Metal layers overlaid:
Scale bar: 20 um.
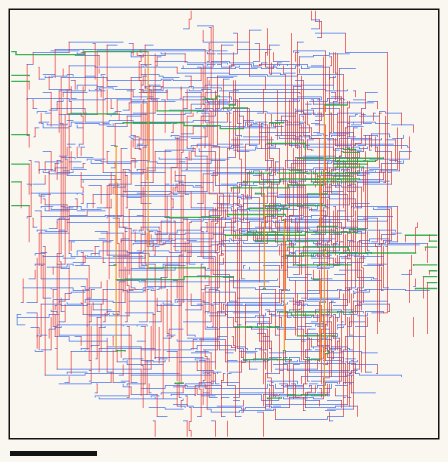
Cell placement:
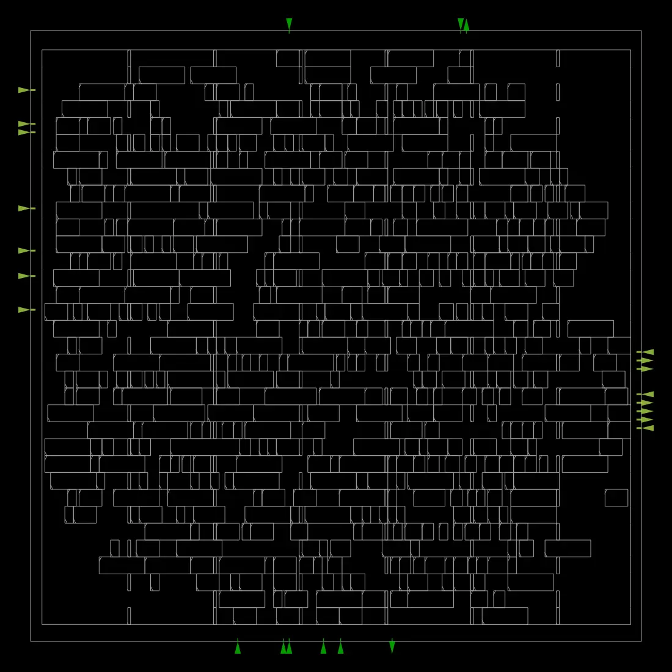
Cell sizes after repair:
Scale bar: 20 um.
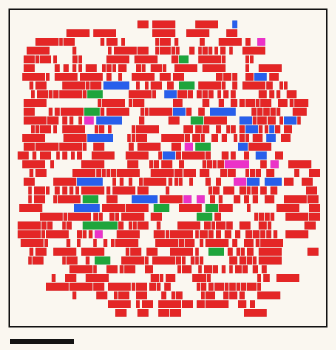
Metal 4:
Supply wires on this layer in gray.
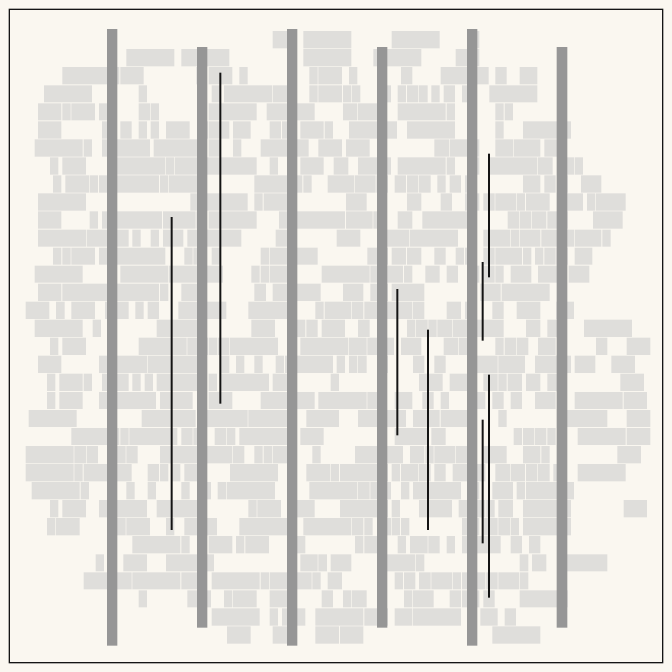
M3 wires:
Scale bar: 20 um.
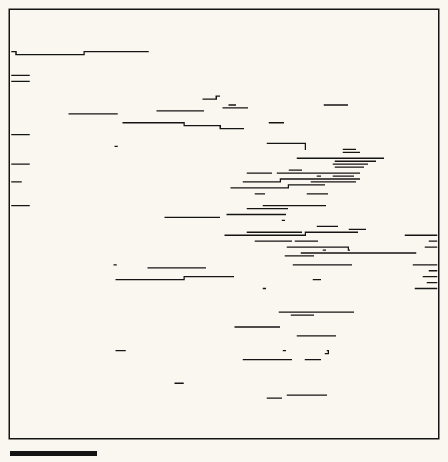
File: src/rtl/phase_seq_pkg.sv
// Shared types and constants for the phase sequencer: FSM encoding, phase codes
// and config register addresses.
package phase_seq_pkg;

  typedef enum logic [1:0] {
    IDLE  = 2'd0,
    RUN   = 2'd1,
    PAUSE = 2'd2,
    DONE  = 2'd3
  } fsm_e;

  localparam logic [1:0] PH_00 = 2'b00;
  localparam logic [1:0] PH_01 = 2'b01;
  localparam logic [1:0] PH_10 = 2'b10;
  localparam logic [1:0] PH_11 = 2'b11;

  localparam logic [2:0] CFG_DWELL0 = 3'd0;
  localparam logic [2:0] CFG_DWELL1 = 3'd1;
  localparam logic [2:0] CFG_DWELL2 = 3'd2;
  localparam logic [2:0] CFG_DWELL3 = 3'd3;
  localparam logic [2:0] CFG_LOOPS  = 3'd4;

  // Addresses above the loops register have no backing storage.
  function automatic logic cfg_addr_valid(input logic [2:0] addr);
    return addr <= CFG_LOOPS;
  endfunction

endpackage

File: src/rtl/phase_timer.sv
// Dwell down-counter: load has priority over hold; counting stops at zero and
// zero_o flags the last cycle of the current phase.
module phase_timer #(
  parameter int unsigned W = 8
) (
  input  logic         clk,
  input  logic         rst,
  input  logic         load_i,
  input  logic [W-1:0] load_val_i,
  input  logic         hold_i,
  output logic         zero_o
);

  logic [W-1:0] count_q, count_d;

  always_comb begin
    count_d = count_q;
    if (load_i) begin
      count_d = load_val_i;
    end else if (!hold_i && (count_q != '0)) begin
      count_d = count_q - W'(1);
    end
  end

  always_ff @(posedge clk) begin
    if (rst) begin
      count_q <= '0;
    end else begin
      count_q <= count_d;
    end
  end

  assign zero_o = (count_q == '0);

endmodule

File: src/rtl/phase_sequencer.sv
// Phase sequencer: walks phases 00..11 with programmable dwell, repeats the pass
// loops+1 times, and drives registered phase/enable/data to the datapath.
module phase_sequencer
  import phase_seq_pkg::*;
#(
  parameter int unsigned DWELL_W  = 8,
  parameter logic [3:0]  DATA_MAP = 4'b0100
) (
  input  logic               clk,
  input  logic               rst,
  input  logic               start,
  input  logic               pause,
  input  logic               abort,
  input  logic               cfg_we,
  input  logic [2:0]         cfg_addr,
  input  logic [DWELL_W-1:0] cfg_wdata,
  output logic [1:0]         state,
  output logic               enable,
  output logic               data,
  output logic               busy,
  output logic               done,
  output logic               cfg_err
);

  fsm_e               fsm_q, fsm_d;
  logic [1:0]         phase_q, phase_d;
  logic [1:0]         phase_inc;
  logic [DWELL_W-1:0] loops_q;
  logic [DWELL_W-1:0] loops_left_q, loops_left_d;
  logic [DWELL_W-1:0] dwell_cfg [4];
  logic [DWELL_W-1:0] dwell_sh  [4];

  logic               capture;
  logic               tmr_load;
  logic               tmr_hold;
  logic               tmr_zero;
  logic [DWELL_W-1:0] tmr_val;
  logic               cfg_wr_ok;

  logic enable_q, enable_d;
  logic data_q, data_d;
  logic busy_q, busy_d;
  logic done_q, done_d;
  logic cfg_err_q, cfg_err_d;

  assign phase_inc = phase_q + 2'd1;
  assign cfg_wr_ok = cfg_we && (fsm_q == IDLE) && cfg_addr_valid(cfg_addr);

  // Host-visible dwell registers and the per-run shadow copies the timer reloads from.
  for (genvar gi = 0; gi < 4; gi++) begin : g_dwell
    logic [DWELL_W-1:0] cfg_q;
    logic [DWELL_W-1:0] sh_q;

    always_ff @(posedge clk) begin
      if (rst) begin
        cfg_q <= '0;
        sh_q  <= '0;
      end else begin
        if (cfg_wr_ok && (cfg_addr == (CFG_DWELL0 + 3'(gi)))) begin
          cfg_q <= cfg_wdata;
        end
        if (capture) begin
          sh_q <= cfg_q;
        end
      end
    end

    assign dwell_cfg[gi] = cfg_q;
    assign dwell_sh[gi]  = sh_q;
  end

  always_ff @(posedge clk) begin
    if (rst) begin
      loops_q <= '0;
    end else if (cfg_wr_ok && (cfg_addr == CFG_LOOPS)) begin
      loops_q <= cfg_wdata;
    end
  end

  phase_timer #(
    .W (DWELL_W)
  ) u_timer (
    .clk        (clk),
    .rst        (rst),
    .load_i     (tmr_load),
    .load_val_i (tmr_val),
    .hold_i     (tmr_hold),
    .zero_o     (tmr_zero)
  );

  always_ff @(posedge clk) begin
    if (rst) begin
      fsm_q        <= IDLE;
      phase_q      <= PH_00;
      loops_left_q <= '0;
    end else begin
      fsm_q        <= fsm_d;
      phase_q      <= phase_d;
      loops_left_q <= loops_left_d;
    end
  end

  always_comb begin
    fsm_d        = fsm_q;
    phase_d      = phase_q;
    loops_left_d = loops_left_q;
    capture      = 1'b0;
    tmr_load     = 1'b0;
    tmr_val      = dwell_sh[0];
    tmr_hold     = 1'b1;
    case (fsm_q)
      IDLE: begin
        if (start && !abort) begin
          fsm_d        = RUN;
          phase_d      = PH_00;
          loops_left_d = loops_q;
          capture      = 1'b1;
          tmr_load     = 1'b1;
          tmr_val      = dwell_cfg[0];
        end
      end
      RUN: begin
        if (abort) begin
          fsm_d   = IDLE;
          phase_d = PH_00;
        end else begin
          // An enabled cycle always counts toward the dwell; pause only
          // redirects where the FSM goes next, so no cycle is lost or added.
          fsm_d = pause ? PAUSE : RUN;
          if (!tmr_zero) begin
            tmr_hold = 1'b0;
          end else if (phase_q != PH_11) begin
            phase_d  = phase_inc;
            tmr_load = 1'b1;
            tmr_val  = dwell_sh[phase_inc];
          end else if (loops_left_q != '0) begin
            loops_left_d = loops_left_q - DWELL_W'(1);
            phase_d      = PH_00;
            tmr_load     = 1'b1;
            tmr_val      = dwell_sh[0];
          end else begin
            fsm_d = DONE;
          end
        end
      end
      PAUSE: begin
        if (abort) begin
          fsm_d   = IDLE;
          phase_d = PH_00;
        end else if (!pause) begin
          fsm_d = RUN;
        end
      end
      DONE: begin
        fsm_d   = IDLE;
        phase_d = PH_00;
      end
      default: begin
        fsm_d   = IDLE;
        phase_d = PH_00;
      end
    endcase
  end

  // Outputs are decoded from next state so they line up with phase_q.
  always_comb begin
    enable_d  = (fsm_d == RUN);
    busy_d    = (fsm_d != IDLE);
    done_d    = (fsm_d == DONE);
    data_d    = (fsm_d != IDLE) && DATA_MAP[phase_d];
    cfg_err_d = cfg_we && !cfg_wr_ok;
  end

  always_ff @(posedge clk) begin
    if (rst) begin
      enable_q  <= 1'b0;
      data_q    <= 1'b0;
      busy_q    <= 1'b0;
      done_q    <= 1'b0;
      cfg_err_q <= 1'b0;
    end else begin
      enable_q  <= enable_d;
      data_q    <= data_d;
      busy_q    <= busy_d;
      done_q    <= done_d;
      cfg_err_q <= cfg_err_d;
    end
  end

  assign state   = phase_q;
  assign enable  = enable_q;
  assign data    = data_q;
  assign busy    = busy_q;
  assign done    = done_q;
  assign cfg_err = cfg_err_q;

endmodule

File: config.mk
export PLATFORM = sky130hd
export DESIGN_NAME = phase_sequencer
export DESIGN_NICKNAME = d
export VERILOG_FILES = /design/src/rtl/phase_seq_pkg.sv /design/src/rtl/phase_timer.sv /design/src/rtl/phase_sequencer.sv
export SDC_FILE = /design/constraint.sdc
export NUM_CORES = 1
export LEC_CHECK = 0
export CAP_MARGIN = 30
export CORE_MARGIN = 1.5
export CORE_UTILIZATION = 50
export CTS_BUF_LIST = sky130_fd_sc_hd__clkbuf_8 sky130_fd_sc_hd__clkbuf_16
export DETAILED_ROUTE_END_ITERATION = 10
export HOLD_SLACK_MARGIN = 0.03
export PLACE_DENSITY = 0.68
export SLEW_MARGIN = 20
export SYNTH_ARGS = -nofsm -noshare
export SYNTH_HDL_FRONTEND = slang
export SYNTH_SLANG_ARGS = --single-unit
File: constraint.sdc
create_clock -name clk -period 7.7 [get_ports clk]
set_clock_uncertainty 0.15 [all_clocks]
set_input_delay 1.925 -clock clk [delete_from_list [all_inputs] [get_ports clk]]
set_output_delay 1.925 -clock clk [all_outputs]
set_load 0.01 [all_outputs]
==> COMMIT_EDITMSG <==
Add synthesis and place-and-route results

- The number of cells on the worst hold path is listed as 2.
* Dominant cells by area after synthesis: sky130_fd_sc_hd__dfxtp_1 43%, sky130_fd_sc_hd__mux2i_1 9.7%, sky130_fd_sc_hd__nand2_1 7.5%, sky130_fd_sc_hd__a21oi_1 6.5%, sky130_fd_sc_hd__nor2_1 5.1%
- Dividing the final minimum period by the clock period gives 0.558.
- For this configuration, the core starts out at a cell density of 0.518.
* Critical path cell sequence: clkdlybuf4s50_1 > or3b_2 > nor3_2 > a21oi_1 > or3_1 > o22ai_1
- Via count of the first global-routing pass: between 3,000 and 4,000
* Summed area of non-filler cells in the final layout: roughly 5000 um2
* Max_slew headroom: 0.423
- Library cell with the largest summed area after synthesis: sky130_fd_sc_hd__dfxtp_1
* Library cell used as clock root buffer: sky130_fd_sc_hd__clkbuf_8
* Antenna violations before repair: 0
- Proportion of layout cells with a drive suffix above 1: 0.0790
- Count of unique library cells instantiated by Yosys: 55
* Cells in synth_stat.txt: 534
* Chip area: about 9700 um2
- Setup Total Neg Slack: 0 ns
- STA lists the startpoint of the worst register-to-register path as u_timer.count_q[0]$_SDFFE_PP0P_.
* Number of sinks driven by the clock tree: 97
* Detailed-placement wirelength estimate: slightly below 8000 um
- Most frequent logic cell in the layout: sky130_fd_sc_hd__dfxtp_1
- The worst setup path is captured at a flip-flop.
- Entering global routing, the biggest net connects around 50 pins.
* Final Wtd Congestion: 0.939
- The tool flagged a number of max-cap violations equal to 0.
- Per the synth stats, the flop cell with the highest instance count is sky130_fd_sc_hd__dfxtp_1.
- Gates resized during post-CTS repair numbered 0.
- Looking at the critical path, the highest net fanout was 14.
- The report puts the cell count of the worst reg-to-reg path at 7.
* Crit path kind: in -> reg
- Data required, critical path: roughly 7.9 ns
- Summing all multi-input logic gate instances after layout gives 2440 um2.
- Worst reg-to-reg setup slack: about 4.9 ns
- Leaving out filler cells and counting taps, the final layout contains 652.
- Hold-check failures listed in the final report amount to 0.
- Per the finish-stage timing summary, setup violations number 0.
- Slew Viols, Final: 0
- Worst Hold Path EP: g_dwell[3].sh_q[6]$_SDFFE_PP0P_
* Total of warnings raised by yosys: 0
- Max Root-Sink Buffers: 2
- Sequential cell area fraction in the yosys report: 0.427
* Status: finished clean
* Most instantiated cells after synthesis: 97 x sky130_fd_sc_hd__dfxtp_1, 91 x sky130_fd_sc_hd__nand2_1, 62 x sky130_fd_sc_hd__nor2_1
- Worst Hold Slack: between 0.3 and 0.4 ns
- Data on the critical path arrives at its endpoint at 4.44 ns.
* Worst-path clk slew: ~0.1 ns
- 0 antenna diodes ended up in the layout.
- Clock tree from TritonCTS: done
- Leakage power total: 1.92 nW
- The chip area line in the Yosys stat output reads ~4500 um2.
- The tool warning count for the run is 27.
* Power density of the placed cells: 201 nW/um2
* Global-route wire length before repair: roughly 19,000 um
* Cells after synthesis: about 530
- Clk latency late pin: 0.37 ns
- In this run the vertical extent of the chip is a little under 100 um.
- Combined area of all synthesized cells: 4540 um2
* Maximum level of the CTS H-tree: 3
- Number of I/O port buffers: 23
- Horizontal die dimension: about 98 um
* Stage delay of the slowest cell on the critical path: approximately 0.7 ns
- Count of routing violations after the opening detailed-route iteration: around 230
- RR Endpoint: u_timer.count_q[6]$_SDFFE_PP0P_
* Power, Total: a little over 1 mW
* Hold path startpoint: g_dwell[3].cfg_q[6]$_SDFFE_PP0P_
- The area taken by sequential standard cells is reported as between 1500 and 2000 um2.
* Io pins: 24
* Setup repair after global routing missed its margin: no
- Avg Vias per Cell: about 6
* Length of the first detailed-routing pass in iterations: 5
- Launching element type of the critical path: input pin
- At the pin with the least slew margin, the transition time is 0.863 ns.
* Max Clock Freq: roughly 230 MHz
- A synthesized cell averages 8.51 um2.
- The number of hold buffers added after CTS was 0.
- The floorplan has 34 rows.
* Setup Buffers After CTS: 0
* Most frequent cells in the layout: 97 x sky130_fd_sc_hd__dfxtp_1, 91 x sky130_fd_sc_hd__nand2_1, 62 x sky130_fd_sc_hd__nor2_1, 59 x sky130_fd_sc_hd__a21oi_1, 44 x sky130_fd_sc_hd__mux2i_1
* Remaining global-route overflow: 0
- Counting flops and latches in the post-synthesis netlist gives 97.
* Dominant cell area share: 0.427
* Post-detailed-route DRC marker count: 0
- TritonCTS created 9 clock buffers.
- Counting flops with a built-in enable in the synthesized netlist gives 0.
- Final min period: 4.30 ns
* Maximum VDD drop: about 110 uV
- Type of the tightest min-delay check: reg -> reg
## Picture notes: 'metal layers overlaid'
| layer | color | wire length |
|---|---|---|
| M4 | orange | 230 um |
| M1 | blue | 5,250 um |
| M3 | green | 603 um |
| M2 | red | 5,170 um |
average wire per cell in the routed design: 17.3 um
GRT Util Overall: 0.242
total vias in the final route: 3,848
total routed wirelength: 11,200 um

## Picture notes: 'cell placement'
floorplan core area: 8760 um2
final core utilization: 0.573
total number of sequential cells: 97
Filler cells: 829

## Picture notes: 'cell sizes after repair'
| size | color | cells | most used |
|---|---|---|---|
| x6 and larger | green | 13 | clkbuf_8 |
| x1 and smaller | red | 501 | dfxtp_1 |
| x2 | blue | 21 | mux4_2 |
| x3 and x4 | magenta | 9 | buf_4 |
Non-Clock Buffer Count: 28
Final WS setup: 3.40 ns
area overhead of the layout relative to synthesis: 10.6%

## Picture notes: 'metal 4'
wire length on this layer: 230 um
nets with wire on the layer: 7
share of all routed wire: 2.0%
longest straight run: 49.6 um

## Picture notes: 'M3 wires'
main direction: horizontal
nets with wire on the layer: 55
wire length on this layer: 603 um
share of all routed wire: 5.4%
global-route met3 utilization: 0.0415

[state kept, by name, indices dropped and copies added (netlist names)]
register / flops
loops_q: 8
data: 1
enable: 1
fsm_q: 2
busy: 1
state: 2
u_timer.count_q: 8
cfg_err: 1
g_dwell.sh_q: 32
g_dwell.cfg_q: 32
done: 1
loops_left_q: 8
[layout make-up]
cell class	instances	share of cell area
repair buffers	28	0.0518
multi-input cells	393	0.486
clock inverters	7	0.0169
flip-flops and latches	97	0.386
well taps	108	0.0269
inverters	10	0.00747
clock buffers	9	0.0247
[cells by family after synthesis]
| family | count (synthesis) | share of synthesized area |
|---|---|---|
| AND-OR/OR-AND | 120 | 0.160 |
| XOR/XNOR | 4 | 0.00771 |
| adder cells (fa/ha/maj) | 4 | 0.0110 |
| buffers and inverters | 44 | 0.0386 |
| flip-flops | 97 | 0.427 |
| multiplexers | 56 | 0.144 |
| AND/OR/NAND/NOR | 209 | 0.212 |
[metrics by stage]
step | util | setup WS (ns)
final | 0.573 | 3.40
after global routing | 0.573 | 3.29
after CTS | 0.572 | 3.48
after detailed placement | 0.549 | 3.10
after global placement | 0.548 | 3.19
after floorplan | - | 4.04
[worst max path at each step]
stage / from / cells past startpoint / to
final: abort / 6 / u_timer.count_q[0]$_SDFFE_PP0P_
after global routing: abort / 6 / u_timer.count_q[0]$_SDFFE_PP0P_
after CTS: abort / 5 / u_timer.count_q[6]$_SDFFE_PP0P_
after detailed placement: abort / 5 / u_timer.count_q[6]$_SDFFE_PP0P_
after global placement: abort / 6 / u_timer.count_q[0]$_SDFFE_PP0P_
after floorplan: abort / 6 / u_timer.count_q[0]$_SDFFE_PP0P_
[worst max-delay path, delay by kind of cell]
kind	cells	cell delay, ns
simple gates	3	1.49
buf+inv	1	0.68
compound gates	2	0.35
[power by group]
part | switching, mW | internal, mW
Sequential | 0.0120 | 0.513
Clock | 0.193 | 0.156
Combinational | 0.0841 | 0.0519
Total | 0.290 | 0.722
[per-layer routing]
metal / global-route usage / vias to the layer above / part of all wire
met5: 0 / - / 0
met4: 0.0921 / 0 / 0.020
met3: 0.0415 / 18 / 0.054
met2: 0.372 / 129 / 0.46
met1: 0.341 / 1797 / 0.47
li1: - / 1904 / -
No activity file was given, so power comes from the tool's default toggle rates.
